--- src/rtl/pc_sequencer_pkg.sv ---
// Shared encodings for the Hack fetch/execute sequencer and the CPU decode:
// FSM state values and the instruction bit positions used for jump evaluation.
package pc_sequencer_pkg;

    typedef enum logic [1:0] {
        ST_BOOT  = 2'd0,
        ST_FETCH = 2'd1,
        ST_EXEC  = 2'd2,
        ST_HALT  = 2'd3
    } seq_state_t;

    localparam int C_FLAG_BIT = 15;

    // Jump field bit positions inside a C-instruction.
    localparam int J_LT_BIT = 2;
    localparam int J_EQ_BIT = 1;
    localparam int J_GT_BIT = 0;

endpackage

--- src/rtl/pc_sequencer_jump_eval.sv ---
// Combinational jump condition from the C-instruction jump bits and ALU flags.
// Zero latency; no flow control.
module jump_eval
    import pc_sequencer_pkg::*;
(
    input  logic [2:0] j,
    input  logic       zr,
    input  logic       ng,
    output logic       jump
);

    assign jump = (j[J_LT_BIT] & ng)
                | (j[J_EQ_BIT] & zr)
                | (j[J_GT_BIT] & ~zr & ~ng);

endmodule

--- src/rtl/pc_sequencer.sv ---
// Fetch/execute controller driving the Hack PC: one PC update per instruction.
// Two cycles per instruction with ROM ack tied high; FETCH stalls indefinitely on rom_ack=0.
module pc_sequencer
    import pc_sequencer_pkg::*;
#(
    parameter int               WIDTH     = 16,
    parameter logic [WIDTH-1:0] BOOT_ADDR = '0
) (
    input  logic             clk,
    input  logic             reset,
    input  logic             run,
    input  logic             step,
    input  logic             rom_ack,
    input  logic [WIDTH-1:0] instr,
    input  logic [WIDTH-1:0] a_reg,
    input  logic             zr,
    input  logic             ng,
    output logic             rom_req,
    output logic             pc_reset,
    output logic             pc_load,
    output logic             pc_inc,
    output logic [WIDTH-1:0] pc_in,
    output logic [WIDTH-1:0] ir,
    output logic             exec,
    output logic             jump_taken,
    output logic             halted,
    output logic [15:0]      icount
);

    seq_state_t       state_q, state_d;
    logic [WIDTH-1:0] ir_q, ir_d;
    logic [15:0]      icount_q, icount_d;
    logic             step_pending_q, step_pending_d;
    logic             jump;

    jump_eval u_jump_eval (
        .j    ({ir_q[J_LT_BIT], ir_q[J_EQ_BIT], ir_q[J_GT_BIT]}),
        .zr   (zr),
        .ng   (ng),
        .jump (jump)
    );

    always_ff @(posedge clk) begin
        if (reset) begin
            state_q        <= ST_BOOT;
            ir_q           <= '0;
            icount_q       <= '0;
            step_pending_q <= 1'b0;
        end else begin
            state_q        <= state_d;
            ir_q           <= ir_d;
            icount_q       <= icount_d;
            step_pending_q <= step_pending_d;
        end
    end

    always_comb begin
        state_d        = state_q;
        ir_d           = ir_q;
        icount_d       = icount_q;
        step_pending_d = step_pending_q;
        case (state_q)
            ST_BOOT: state_d = run ? ST_FETCH : ST_HALT;
            ST_FETCH: begin
                if (rom_ack) begin
                    ir_d    = instr;
                    state_d = ST_EXEC;
                end
            end
            ST_EXEC: begin
                icount_d = icount_q + 16'd1;
                if (run && !step_pending_q) begin
                    state_d = ST_FETCH;
                end else begin
                    state_d        = ST_HALT;
                    step_pending_d = 1'b0;
                end
            end
            ST_HALT: begin
                // A step only counts as single-step when not free-running.
                if (run) begin
                    state_d = ST_FETCH;
                end else if (step) begin
                    state_d        = ST_FETCH;
                    step_pending_d = 1'b1;
                end
            end
            default: state_d = ST_BOOT;
        endcase
    end

    always_comb begin
        rom_req    = 1'b0;
        pc_reset   = 1'b0;
        pc_load    = 1'b0;
        pc_inc     = 1'b0;
        pc_in      = '0;
        exec       = 1'b0;
        jump_taken = 1'b0;
        halted     = 1'b0;
        case (state_q)
            ST_BOOT: begin
                if (BOOT_ADDR == '0) begin
                    pc_reset = 1'b1;
                end else begin
                    pc_load = 1'b1;
                    pc_in   = BOOT_ADDR;
                end
            end
            ST_FETCH: rom_req = 1'b1;
            ST_EXEC: begin
                exec = 1'b1;
                if (ir_q[C_FLAG_BIT] && jump) begin
                    pc_load    = 1'b1;
                    pc_in      = a_reg;
                    jump_taken = 1'b1;
                end else begin
                    pc_inc = 1'b1;
                end
            end
            ST_HALT: halted = 1'b1;
            default: ;
        endcase
    end

    assign ir     = ir_q;
    assign icount = icount_q;

endmodule

--- config.mk ---
export PLATFORM = sky130hd
export DESIGN_NAME = pc_sequencer
export DESIGN_NICKNAME = d
export VERILOG_FILES = /design/src/rtl/pc_sequencer_pkg.sv /design/src/rtl/pc_sequencer_jump_eval.sv /design/src/rtl/pc_sequencer.sv
export SDC_FILE = /design/constraint.sdc
export NUM_CORES = 1
export LEC_CHECK = 0
export CORE_MARGIN = 1
export CORE_UTILIZATION = 34
export DETAILED_ROUTE_END_ITERATION = 6
export HOLD_SLACK_MARGIN = 0.06
export PLACE_DENSITY_LB_ADDON = 0.1
export SYNTH_ARGS = -nofsm -noshare
export SYNTH_HDL_FRONTEND = slang
export SYNTH_SLANG_ARGS = --single-unit
--- constraint.sdc ---
create_clock -name clk -period 1.56 [get_ports clk]
set_input_delay 0.312 -clock clk [delete_from_list [all_inputs] [get_ports clk]]
set_output_delay 0.312 -clock clk [all_outputs]
set_load 0.1 [all_outputs]
==> impl_metrics.yaml <==
# flow metrics
yosys:
  max_area_cell_share_pct: 44.3
  synth.area.top_cells: "dfxtp_1 44%, nand2_1 9.5%, and2_1 7.1%"
  yosys_top_cell_by_area: "dfxtp_1"
  floorplan.nets: 236
  synth_stat.cells: 196
  ys_area_um2: 1580
  synthesis_warning_total: 0
  synthDistinctLibCells: 43
  ranking_of_synthesized_cells_by_instance_count: "40 x nand2_1, 35 x dfxtp_1, 20 x a21oi_1"
  synth-edff-count: 0
  synthesis.area_um2: 1580
  synth.avg_cell_area_um2: 8.06
  synth_seq_share_pct: 44.3
  number_of_synthesized_register_bits: 35
  synthCells: 196
  postSynth.asyncResetShare_pct: 0
  most_popular_library_cell_in_the_synthesized_design_by_count: "nand2_1"
  dominantRegCellSynth: "dfxtp_1"
placement:
  post_detail_place_hpwl_um: 3850
  gpl.final_weighted_congestion: 0.769
  placement.io_buffers: 93
  placement.cell_area_um2: 3370
job:
  drv_cap: 0
  warnings: 29
detailed_routing:
  count_of_unresolved_drc_violations_after_routing: 0
  wl_per_cell_um: 13.4
  drt_pass1_iterations: 5
  route.detailed.vias_per_inst: 4.83
  drt_first_iter_violations: 77
  drt.antenna.violating_nets: 0
final_timing:
  setup-tns-final_ns: -7.58
  slew_headroom_pct: 79.4
  setup_viol_count_final: 19
  postLayoutSetupSlackWorst_ns: -0.419
  max_slew.worst_pin.slew_ns: 0.307
  rsz0062_at_grt: "yes"
  timing.fmax_mhz: 505
  maxSlewViolCount: 0
  finalHoldViolations: 0
  finalClockPeriodUsage_pct: 127
  clock_skew_ns: 0.00284
  period_minus_slack_ns: 1.98
grt:
  grt_pass1_wl_um: 7870
  top_usage_layer: "met2"
  grt_start_max_net_pins: 18
  grtUsageMet3_pct: 5.34
  grt.total_usage_pct: 20.2
  first_global_vias: 1690
  groute.layer.met1.usage_pct: 22.1
  grt_use_met2_pct: 37.7
  grt_overflow: 0
  number_of_antenna_violations_at_the_first_check_in_global_routing: 0
finish:
  finalNetCount: 345
  fill_cells: 273
  layout-drive-gt1-share_pct: 43.8
  synthToLayoutAreaGrowth_pct: 123
  finalInstanceArea_um2: 3530
  num_antenna_cells: 0
  finish.utilization_pct: 80.0
worst_setup_path:
  timing.rr.end: "icount[11]"
  critPathCaptureType: "output port"
  critical_path.max_fanout: 7
  worstPathArrival_ns: 1.67
  timing.critical_path.from_type: "register"
  cp_slowest_cell: "dfxtp_4"
  setup.reg_to_reg.worst_slack_ns: 0.05
  setup.worst_path.end: "pc_in[3]"
  setup.worst_path.start: "ir[0]"
  r2r.worst_path.cells: 5
  crit_path_max_incr_delay_ns: 0.34
  crit_type: "register to output port"
  r2r_start: "state_q[1]"
  critical_path.cell_chain: "nor3b_2, a221o_1, and3_4, buf_6, and2_4, buf_12"
  cp.required_ns: 1.25
floorplanning:
  fp-row-count: 24
  initial_utilization_pct: 35.8
  core-area_um2: 4410
  floorplan.io_pins: 94
  die-height_um: 70.2
  chipWidth_um: 70.2
  fp.dieArea_um2: 4920
status:
  status: "complete, but fails checks"
  failing_checks: "negative setup slack"
power_and_ir_drop:
  areal_power_density_over_the_cells_nw_per_um2: 616
  worst_ir_drop_vdd_mv: 0.663
  leakage_nw: 1.39
  p_total_mw: 2.17
hold_path:
  timing.hold.worst.class: "register to register"
clocking:
  clockBufferDepth: 2
  quantity_of_hold_fixing_buffers_added_after_cts: 0
  ctsRootBufferMaster: "clkbuf_8"
  clkSlewWorstSetupHoldPaths_ns: 0.07
  cts_max_level: 2
  cts_tree: "built"
  clock_latency_ns: 0.28
  clock_sinks: 35
  tritoncts.num_buffers: 5
[cell usage in the layout (no fill, tap or decap), types with 2 or more instances in the layout]
cell type        Yosys  final
buf_12               0     56
nand2_1             40     38
clkdlybuf4s50_1      0     36
a21oi_1             20     20
nor2_1              19     18
and2_4               0     16
buf_4                1     16
dfxtp_4              0     15
dfxtp_1             35     15
xor2_1               5      5
clkbuf_8             0      5
dfxtp_2              0      5
nor3_1               5      4
xnor2_1              4      4
nand3_1              3      3
inv_1                3      3
and2_1              18      2
nand4_1              2      2
nand2_4              0      2
o21ai_0              2      2
clkbuf_1             4      2
dlygate4sd2_1        0      2
buf_6                0      2
[worst max-delay path: cells and delay by family, from the launching register on]
kind | cells | cell delay (ns)
AOI/OAI and AO/OA | 1 | 0.28
and+or+nand+nor | 3 | 0.47
DFF | 1 | 0.34
buffers and inverters | 2 | 0.30
[sequential cells by signal, summed over array words and instances (netlist names)]
register and count:
icount 16, ir 16, state_q 2, step_pending_q 1
[power by group]
group | switching [mW] | internal (mW) | total [mW]
registers | 0.0296 | 0.900 | 0.930
clock network | 0.309 | 0.313 | 0.622
logic | 0.349 | 0.274 | 0.622
total | 0.688 | 1.49 | 2.17
[repair_timing]
action,4_1_cts,5_1_grt
cloned,1,0
pin swaps,9,1
resized,15,2
setup buffers,1,3
setup endpoints to repair,19,22
[layout make-up]
type / count / area [um2] / share of cell area, %
well taps: 52 / 65.1 / 1.84
inverters: 3 / 11.3 / 0.319
multi-input cells: 146 / 925 / 26.2
flip-flops and latches: 35 / 763 / 21.6
clock buffers: 7 / 76.3 / 2.16
repair buffers: 114 / 1680 / 47.7
clock inverters: 1 / 5.00 / 0.142
[worst min path at each step]
stage / startpoint / endpoint / slack (ns) / cells after the start
2_1_floorplan: instr[0] / ir[0] / 0.44 / 2
3_3_place_gp: ir[13] / ir[13] / 0.48 / 2
3_5_place_dp: ir[3] / ir[3] / 0.49 / 2
4_1_cts: ir[3] / ir[3] / 0.49 / 2
5_1_grt: ir[7] / ir[7] / 0.51 / 2
6_report: ir[7] / ir[7] / 0.49 / 2
[metrics by stage]
| step | setup WS [ns] | hold WS [ns] | cells |
|---|---|---|---|
| after floorplan | -0.486 | 0.438 | 196 |
| after global placement | -0.578 | 0.479 | 346 |
| after detailed placement | -0.611 | 0.485 | 346 |
| after CTS | -0.425 | 0.495 | 356 |
| after global routing | -0.466 | 0.511 | 358 |
| final | -0.419 | 0.490 | 358 |
[per-layer routing]
layer	routed length [um]	vias up	share of wire, %
met5	0	-	0
met4	66	0	1.4
met3	170	9	3.5
met2	2720	47	57
met1	1840	794	38
li1	-	879	-
[cell families (layout without fill, tap and decap cells)]
family	after synthesis	count (layout)	synth area share (%)
AND/OR/NAND/NOR	103	103	32.7
AND-OR/OR-AND	31	31	11.6
adder cells (fa/ha/maj)	1	1	0.792
XOR/XNOR	9	9	4.99
multiplexers	2	2	1.35
buffers and inverters	15	125	4.27
flip-flops	35	35	44.3
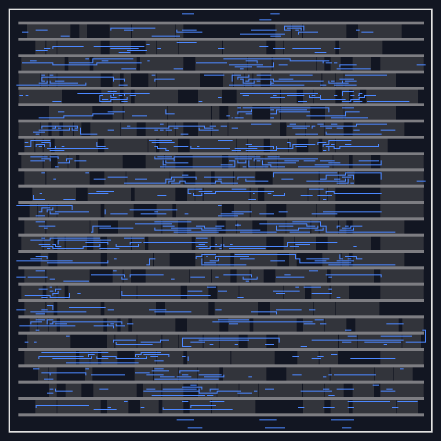
(signal wires on met1)
Scale: 6 px per um. Supply wires on this layer in gray.
wire length on this layer: 1840 um
longest straight run: 16.6 um
share of all routed wire: 38%
nets with wire on the layer: 297
wire length after detailed routing: 4790 um
total number of vias: 1729

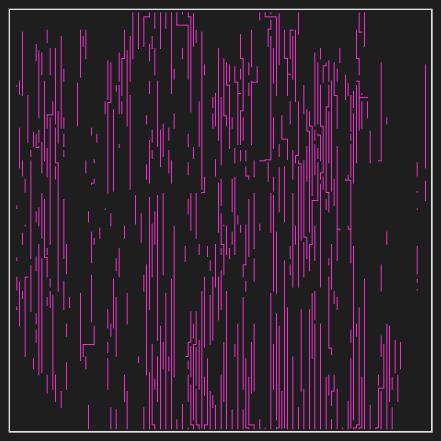
(metal 2)
Scale: 6 px per um.
main direction: vertical
nets with wire on the layer: 298
wire length on this layer: 2720 um

